==> images/layer_met1.png <==
Scale bar: 20 um.
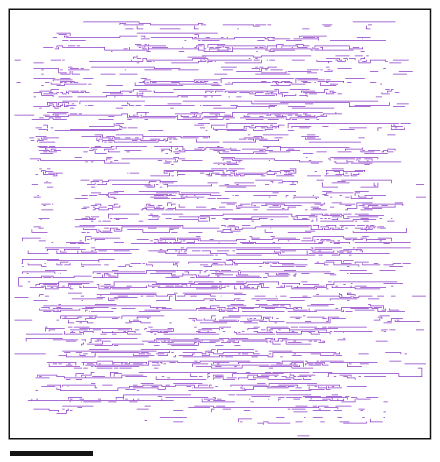
==> images/layer_met2.png <==
Scale bar: 20 um.
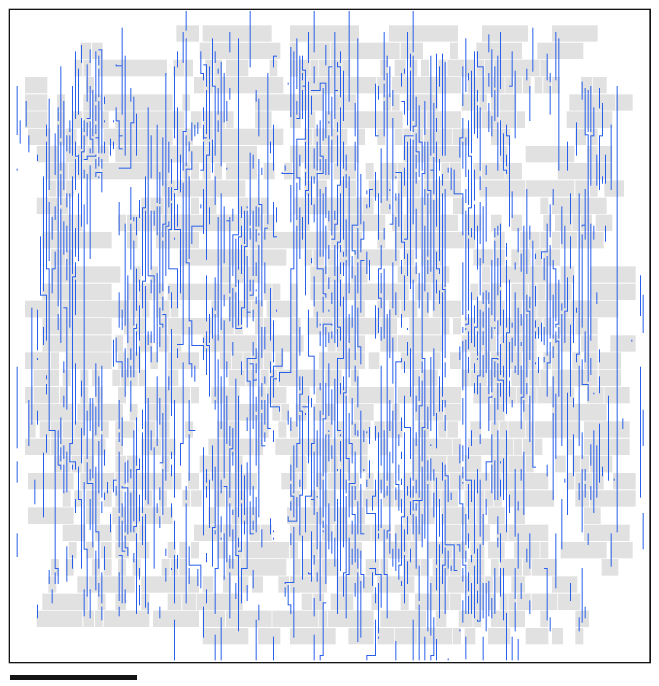
==> images/layer_met3.png <==
Scale bar: 20 um.
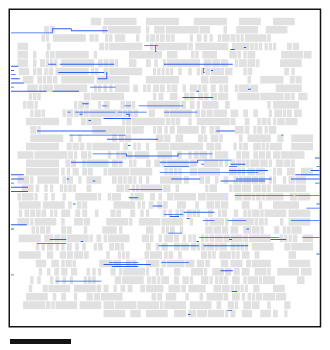
==> images/layer_met4.png <==
Scale bar: 20 um.
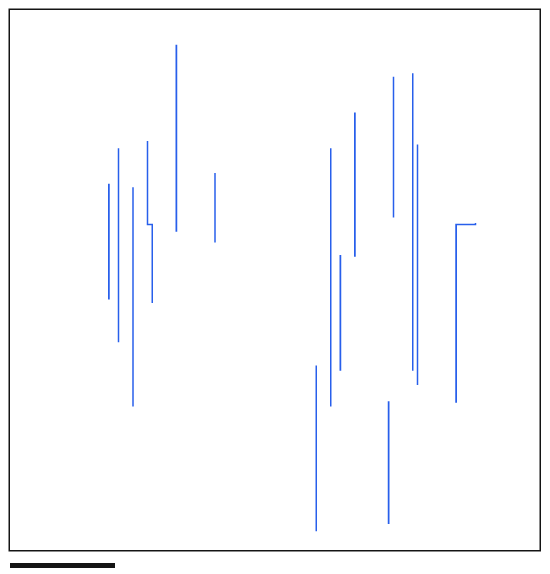
==> images/congestion.png <==
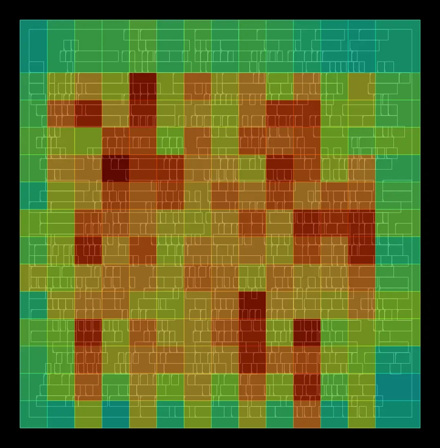
--- config.mk ---
export PLATFORM = sky130hd
export DESIGN_NAME = i2c_eeprom_seq_flat
export DESIGN_NICKNAME = d
export VERILOG_FILES = /design/src/rtl/i2c_eeprom_seq_if.sv /design/src/rtl/i2c_eeprom_seq.sv /design/src/flat_wrapper.sv
export SDC_FILE = /design/constraint.sdc
export NUM_CORES = 1
export LEC_CHECK = 0
export ABC_AREA = 1
export CORE_AREA = 2 2 99 101
export CTS_CLUSTER_DIAMETER = 150
export DETAILED_ROUTE_END_ITERATION = 12
export DIE_AREA = 0 0 101 103
export PLACE_DENSITY_LB_ADDON = 0.12
export SYNTH_ARGS = -nofsm -noshare
export SYNTH_HDL_FRONTEND = slang
export SYNTH_SLANG_ARGS = --single-unit
export TNS_END_PERCENT = 1
--- constraint.sdc ---
create_clock -name clk -period 2.11 [get_ports clk]
set_input_delay 0.422 -clock clk [delete_from_list [all_inputs] [get_ports clk]]
set_output_delay 0.422 -clock clk [all_outputs]
set_load 0.05 [all_outputs]
--- src/rtl/i2c_eeprom_seq_if.sv ---
// Command/response channel between the EEPROM sequencer and the byte-level
// I2C master engine.
//   cmd_valid/cmd_ready : command handshake, payload cmd_op/cmd_wdata
//   cmd_op              : 0=START 1=WRITE 2=READ_ACK 3=READ_NACK 4=STOP
//   rsp_valid           : 1-cycle pulse when the engine finishes a command
//   rsp_rdata           : received byte (READ_*)
//   rsp_nack            : slave NACKed a WRITE, qualified by rsp_valid
// master = sequencer side, slave = engine side.
interface i2c_eeprom_seq_if;
  logic       cmd_valid;
  logic       cmd_ready;
  logic [2:0] cmd_op;
  logic [7:0] cmd_wdata;
  logic       rsp_valid;
  logic [7:0] rsp_rdata;
  logic       rsp_nack;

  modport master (
    output cmd_valid, cmd_op, cmd_wdata,
    input  cmd_ready, rsp_valid, rsp_rdata, rsp_nack
  );

  modport slave (
    input  cmd_valid, cmd_op, cmd_wdata,
    output cmd_ready, rsp_valid, rsp_rdata, rsp_nack
  );
endinterface

--- src/rtl/i2c_eeprom_seq.sv ---
// SFR-mapped 24xx EEPROM transaction sequencer. The CPU programs device,
// word address, length and up to BUF_DEPTH data bytes, then sets GO; the
// block walks START / address bytes / data / STOP through the byte engine.
// Ports:
//   clk, rst_in_n         : clock, synchronous active-low reset
//   sfr_addr/sfr_data_out : SFR address and write data from the core
//   sfr_wr/sfr_rd         : SFR write / read strobes
//   sfr_data_in           : register read data, 0 when not addressed
//   eng                   : command/response channel to the byte engine
//   irq                   : IE & (DONE | NACK)
// Register map (offset from SFR_BASE):
//   0 CTRL [0] GO [1] RW [3:2] LEN-1 [7] IE
//   1 DEV  2 ADDRH  3 ADDRL  4 DATA (buffer port)  5 STAT [0] BUSY [1] DONE [2] NACK
//
// state | meaning (each state issues one command, then waits for its response)
// IDLE  | no transaction; leaves one cycle after GO sets BUSY
// S1    | START
// DW    | WRITE {DEV,0}
// AH    | WRITE ADDRH
// AL    | WRITE ADDRL
// WD    | WRITE buf[cnt], LEN times
// RS    | repeated START
// DR    | WRITE {DEV,1}
// RD    | READ_ACK, READ_NACK on the last byte; store to buf[cnt]
// SP    | STOP; its response ends the transaction
module i2c_eeprom_seq #(
  parameter logic [7:0] SFR_BASE  = 8'hA1,
  parameter int         BUF_DEPTH = 4
) (
  input  logic             clk,
  input  logic             rst_in_n,
  input  logic [7:0]       sfr_addr,
  input  logic [7:0]       sfr_data_out,
  input  logic             sfr_wr,
  input  logic             sfr_rd,
  output logic [7:0]       sfr_data_in,
  i2c_eeprom_seq_if.master eng,
  output logic             irq
);

  typedef enum logic [3:0] {
    ST_IDLE, ST_S1, ST_DW, ST_AH, ST_AL, ST_WD, ST_RS, ST_DR, ST_RD, ST_SP
  } state_t;

  localparam logic [2:0] OP_START     = 3'd0;
  localparam logic [2:0] OP_WRITE     = 3'd1;
  localparam logic [2:0] OP_READ_ACK  = 3'd2;
  localparam logic [2:0] OP_READ_NACK = 3'd3;
  localparam logic [2:0] OP_STOP      = 3'd4;

  state_t     state, state_nxt;
  logic       waiting, waiting_nxt;

  logic [6:0] dev;
  logic [7:0] addr_h, addr_l;
  logic       rw, ie;
  logic [1:0] len_m1;
  logic       busy, done, nack;
  logic       aborted;
  logic [1:0] wptr, rptr, cnt;
  logic [7:0] buf_q [BUF_DEPTH];
  logic       rd_data_q;

  logic [7:0] offs;
  logic       wr_ctrl, wr_dev, wr_addr_h, wr_addr_l, wr_data, wr_stat;
  logic       go, rd_data_now, rd_data_rise;

  logic       issue, fire, take, got_nack, last_byte, is_write;
  logic [2:0] op_sel;
  logic [7:0] wdata_sel;

  // Out-of-range addresses wrap to large offsets and never hit.
  assign offs         = sfr_addr - SFR_BASE;
  assign wr_ctrl      = sfr_wr && (offs == 8'd0);
  assign wr_dev       = sfr_wr && (offs == 8'd1);
  assign wr_addr_h    = sfr_wr && (offs == 8'd2);
  assign wr_addr_l    = sfr_wr && (offs == 8'd3);
  assign wr_data      = sfr_wr && (offs == 8'd4);
  assign wr_stat      = sfr_wr && (offs == 8'd5);
  assign go           = wr_ctrl && sfr_data_out[0] && !busy;
  assign rd_data_now  = sfr_rd && (offs == 8'd4);
  // A DATA read held for several cycles advances the read pointer once.
  assign rd_data_rise = rd_data_now && !rd_data_q;

  assign last_byte = (cnt == len_m1);
  assign issue     = (state != ST_IDLE) && !waiting;
  assign fire      = issue && eng.cmd_ready;
  assign take      = waiting && eng.rsp_valid;
  assign got_nack  = take && is_write && eng.rsp_nack;

  always_comb begin
    op_sel    = OP_START;
    wdata_sel = 8'h00;
    is_write  = 1'b0;
    case (state)
      ST_DW: begin op_sel = OP_WRITE; wdata_sel = {dev, 1'b0};  is_write = 1'b1; end
      ST_AH: begin op_sel = OP_WRITE; wdata_sel = addr_h;       is_write = 1'b1; end
      ST_AL: begin op_sel = OP_WRITE; wdata_sel = addr_l;       is_write = 1'b1; end
      ST_WD: begin op_sel = OP_WRITE; wdata_sel = buf_q[cnt];   is_write = 1'b1; end
      ST_DR: begin op_sel = OP_WRITE; wdata_sel = {dev, 1'b1};  is_write = 1'b1; end
      ST_RD: op_sel = last_byte ? OP_READ_NACK : OP_READ_ACK;
      ST_SP: op_sel = OP_STOP;
      default: ;
    endcase
  end

  assign eng.cmd_valid = issue;
  assign eng.cmd_op    = issue ? op_sel : 3'd0;
  assign eng.cmd_wdata = issue ? wdata_sel : 8'h00;

  always_comb begin
    state_nxt   = state;
    waiting_nxt = waiting;
    if (state == ST_IDLE) begin
      waiting_nxt = 1'b0;
      if (busy) state_nxt = ST_S1;
    end else if (fire) begin
      waiting_nxt = 1'b1;
    end else if (take) begin
      waiting_nxt = 1'b0;
      case (state)
        ST_S1:   state_nxt = ST_DW;
        ST_DW:   state_nxt = eng.rsp_nack ? ST_SP : ST_AH;
        ST_AH:   state_nxt = eng.rsp_nack ? ST_SP : ST_AL;
        ST_AL:   state_nxt = eng.rsp_nack ? ST_SP : (rw ? ST_RS : ST_WD);
        ST_WD:   state_nxt = (eng.rsp_nack || last_byte) ? ST_SP : ST_WD;
        ST_RS:   state_nxt = ST_DR;
        ST_DR:   state_nxt = eng.rsp_nack ? ST_SP : ST_RD;
        ST_RD:   state_nxt = last_byte ? ST_SP : ST_RD;
        default: state_nxt = ST_IDLE;
      endcase
    end
  end

  always_ff @(posedge clk) begin
    if (!rst_in_n) begin
      state   <= ST_IDLE;
      waiting <= 1'b0;
    end else begin
      state   <= state_nxt;
      waiting <= waiting_nxt;
    end
  end

  always_ff @(posedge clk) begin
    if (!rst_in_n) begin
      dev       <= '0;
      addr_h    <= '0;
      addr_l    <= '0;
      rw        <= 1'b0;
      ie        <= 1'b0;
      len_m1    <= '0;
      busy      <= 1'b0;
      done      <= 1'b0;
      nack      <= 1'b0;
      aborted   <= 1'b0;
      wptr      <= '0;
      rptr      <= '0;
      cnt       <= '0;
      rd_data_q <= 1'b0;
      for (int i = 0; i < BUF_DEPTH; i++) buf_q[i] <= '0;
    end else begin
      rd_data_q <= rd_data_now;
      if (rd_data_rise) rptr <= rptr + 2'd1;

      if (!busy) begin
        if (wr_ctrl) begin
          rw     <= sfr_data_out[1];
          len_m1 <= sfr_data_out[3:2];
          ie     <= sfr_data_out[7];
        end
        if (wr_dev)    dev    <= sfr_data_out[6:0];
        if (wr_addr_h) addr_h <= sfr_data_out;
        if (wr_addr_l) addr_l <= sfr_data_out;
        if (wr_data) begin
          buf_q[wptr] <= sfr_data_out;
          wptr        <= wptr + 2'd1;
        end
      end

      if (wr_stat) begin
        if (sfr_data_out[1]) done <= 1'b0;
        if (sfr_data_out[2]) nack <= 1'b0;
      end

      if (go) begin
        busy    <= 1'b1;
        done    <= 1'b0;
        nack    <= 1'b0;
        aborted <= 1'b0;
        wptr    <= '0;
        rptr    <= '0;
        cnt     <= '0;
      end

      // Hardware status updates take priority over a same-cycle W1C.
      if (take) begin
        if (got_nack) begin
          nack    <= 1'b1;
          aborted <= 1'b1;
        end
        if ((state == ST_WD && !eng.rsp_nack) || state == ST_RD) cnt <= cnt + 2'd1;
        if (state == ST_RD) buf_q[cnt] <= eng.rsp_rdata;
        if (state == ST_SP) begin
          busy <= 1'b0;
          // aborted survives a CPU W1C of NACK mid-transaction.
          done <= !aborted;
        end
      end
    end
  end

  always_comb begin
    sfr_data_in = 8'h00;
    if (sfr_rd) begin
      case (offs)
        8'd0:    sfr_data_in = {ie, 3'b000, len_m1, rw, 1'b0};
        8'd1:    sfr_data_in = {1'b0, dev};
        8'd2:    sfr_data_in = addr_h;
        8'd3:    sfr_data_in = addr_l;
        8'd4:    sfr_data_in = buf_q[rptr];
        8'd5:    sfr_data_in = {5'b00000, nack, done, busy};
        default: sfr_data_in = 8'h00;
      endcase
    end
  end

  assign irq = ie && (done || nack);

endmodule

--- src/flat_wrapper.sv ---
// flat-port wrapper written by rule: the top's interface ports become plain ports
module i2c_eeprom_seq_flat 
#(
  parameter logic [7:0] SFR_BASE  = 8'hA1,
  parameter int         BUF_DEPTH = 4
)
  (clk, rst_in_n, sfr_addr, sfr_data_out, sfr_wr, sfr_rd, sfr_data_in, irq, eng_cmd_valid, eng_cmd_op, eng_cmd_wdata, eng_cmd_ready, eng_rsp_valid, eng_rsp_rdata, eng_rsp_nack);
  i2c_eeprom_seq_if eng_i ();
  input  logic clk;
  input  logic rst_in_n;
  input  logic [7:0] sfr_addr;
  input  logic [7:0] sfr_data_out;
  input  logic sfr_wr;
  input  logic sfr_rd;
  output logic [7:0] sfr_data_in;
  output logic irq;
  output wire logic [$bits(eng_i.cmd_valid)-1:0] eng_cmd_valid;
  output wire logic [$bits(eng_i.cmd_op)-1:0] eng_cmd_op;
  output wire logic [$bits(eng_i.cmd_wdata)-1:0] eng_cmd_wdata;
  input wire logic [$bits(eng_i.cmd_ready)-1:0] eng_cmd_ready;
  input wire logic [$bits(eng_i.rsp_valid)-1:0] eng_rsp_valid;
  input wire logic [$bits(eng_i.rsp_rdata)-1:0] eng_rsp_rdata;
  input wire logic [$bits(eng_i.rsp_nack)-1:0] eng_rsp_nack;
  assign eng_cmd_valid = eng_i.cmd_valid;
  assign eng_cmd_op = eng_i.cmd_op;
  assign eng_cmd_wdata = eng_i.cmd_wdata;
  assign eng_i.cmd_ready = eng_cmd_ready;
  assign eng_i.rsp_valid = eng_rsp_valid;
  assign eng_i.rsp_rdata = eng_rsp_rdata;
  assign eng_i.rsp_nack = eng_rsp_nack;
  i2c_eeprom_seq #(.SFR_BASE(SFR_BASE), .BUF_DEPTH(BUF_DEPTH)) u_core (.clk(clk), .rst_in_n(rst_in_n), .sfr_addr(sfr_addr), .sfr_data_out(sfr_data_out), .sfr_wr(sfr_wr), .sfr_rd(sfr_rd), .sfr_data_in(sfr_data_in), .eng(eng_i), .irq(irq));
endmodule
==> results.py <==
# Flow results
metrics = {
    "timing": {
        "worst_hold_slack_ns": 0.4781,
        "fin_ws_ns": -0.1329,
        "worst_slew_pin_slew_ns": 0.4681,
        "setup_viol": 18,
        "hold_viol_final": 0,
    },
    "pwr": {
        "ir_drop_uv": 335.0,
        "power_mw": 3.191,
    },
    "setup_path": {
        "arrival_ns": 1.82,
        "endpoint_kind": "output port",
        "path_cells": "buf_8 > nor2_4 > buf_4 > nand3_2 > nand3_4 > nor2_4 > buf_6 > nand2_1 > o21ai_0 > nor2_1 > a21oi_4 > buf_12",
        "slowest_stage": "nand3_4",
        "critPathKind": "input port to output port",
        "crit_cells": 12,
        "crit_path_end": "sfr_data_in[2]",
        "cp.required_ns": 1.69,
    },
    "finish": {
        "finish.instance_area_mm2": 0.006435,
        "nFillCells": 816,
        "drive_gt1_share_pct": 24.25,
        "lay_top_count": "nand2_1",
        "nets": 830,
    },
    "floorplan": {
        "dieArea_mm2": 0.01040,
        "ios": 52,
        "coreArea_mm2": 0.009459,
    },
    "yosys": {
        "synth.avg_cell_area_um2": 6.913,
        "top_cells_by_count": "148 x nand2_1, 100 x inv_1, 89 x o21ai_0",
        "ys_cells": 678,
        "ys_seq_share_pct": 39.72,
        "synth_cell_types": 38,
        "synth_cells": 678,
        "ys_ff": 77,
    },
    "routing": {
        "antenna_left": 0,
        "drc": 0,
    },
    "outcome": {
        "outcome": "finished with violations",
        "violations": "negative setup slack",
    },
    "placed_design": {
        "gp_congestion": 0.9252,
        "placedCellCount": 887,
        "port_buffers": 51,
    },
    "hold_path": {
        "hp-class": "register to register",
        "hp-start": "u_core.aborted$_SDFF_PN0_",
    },
    "clock_tree": {
        "cts_resized": 101,
        "cts_sinks": 77,
        "cts_buffers": 9,
    },
    "global_route": {
        "antenna_found_initial": 0,
    },
}
Notes on layer_met1.png above:
- longest straight run: 35.0 um
- main direction: horizontal

Notes on layer_met2.png above:
- wire length on this layer: 7380 um
- nets with wire on the layer: 667
- longest straight run: 70.4 um
- main direction: vertical

Notes on layer_met3.png above:
- share of all routed wire: 4.9%
- longest straight run: 31.7 um
- main direction: horizontal
- nets with wire on the layer: 80
- wire length on this layer: 733 um

Notes on layer_met4.png above:
- share of all routed wire: 3.3%
- longest straight run: 56.4 um
- wire length on this layer: 498 um
- nets with wire on the layer: 13

Notes on congestion.png above:
Tot GR Track Use: 29.67%
M1 GR Usage: 37.91%
Util after Layout: 68.03%

==> registers in the layout, summed over array words and instances, names as in the netlist, named ones only <==
name / flops
u_core.aborted: 1
u_core.addr_h: 8
u_core.addr_l: 8
u_core.buf_q: 32
u_core.busy: 1
u_core.cnt: 2
u_core.dev: 7
u_core.done: 1
u_core.ie: 1
u_core.len_m1: 2
u_core.nack: 1
u_core.rd_data_q: 1
u_core.rptr: 2
u_core.rw: 1
u_core.state: 4
u_core.waiting: 1
u_core.wptr: 2
==> power breakdown <==
part | internal [mW] | leakage (nW) | switching, mW | total [mW]
registers | 1.58 | 0.697 | 0.0302 | 1.61
logic | 0.211 | 1.92 | 0.295 | 0.506
clock network | 0.500 | 0.0952 | 0.576 | 1.08
total | 2.29 | 2.71 | 0.901 | 3.19
==> kinds of logic (layout without fill, tap and decap cells) <==
family	after synthesis	after routing	share of synthesized area, %
xor+xnor	1	1	0.1869
flops	77	77	39.72
fa+ha+maj	4	4	1.068
compound gates	190	190	21.54
simple gates	280	280	26.99
buf+inv	126	248	10.49
==> cell type report <==
cell class / instances / area, um2 / area share, %
multi-input combinational: 475 / 2516 / 39.10
inverter: 104 / 401.6 / 6.241
sequential: 77 / 1877 / 29.17
clock buffer: 11 / 152.6 / 2.372
timing repair buffer: 128 / 1313 / 20.40
tap: 114 / 142.6 / 2.217
clock inverter: 5 / 32.53 / 0.5055
==> layer usage <==
layer | up-vias | wire length [um]
li1 | 2482 | -
met1 | 2370 | 6457
met5 | - | 0
met4 | 0 | 498
met3 | 34 | 732
met2 | 163 | 7375
==> tightest hold or removal path, stage by stage, from the launching register on <==
cell     delay [ns]
dfxtp_1        0.30
inv_1          0.06
o21ai_0        0.07
Power and IR drop assume default switching activity.
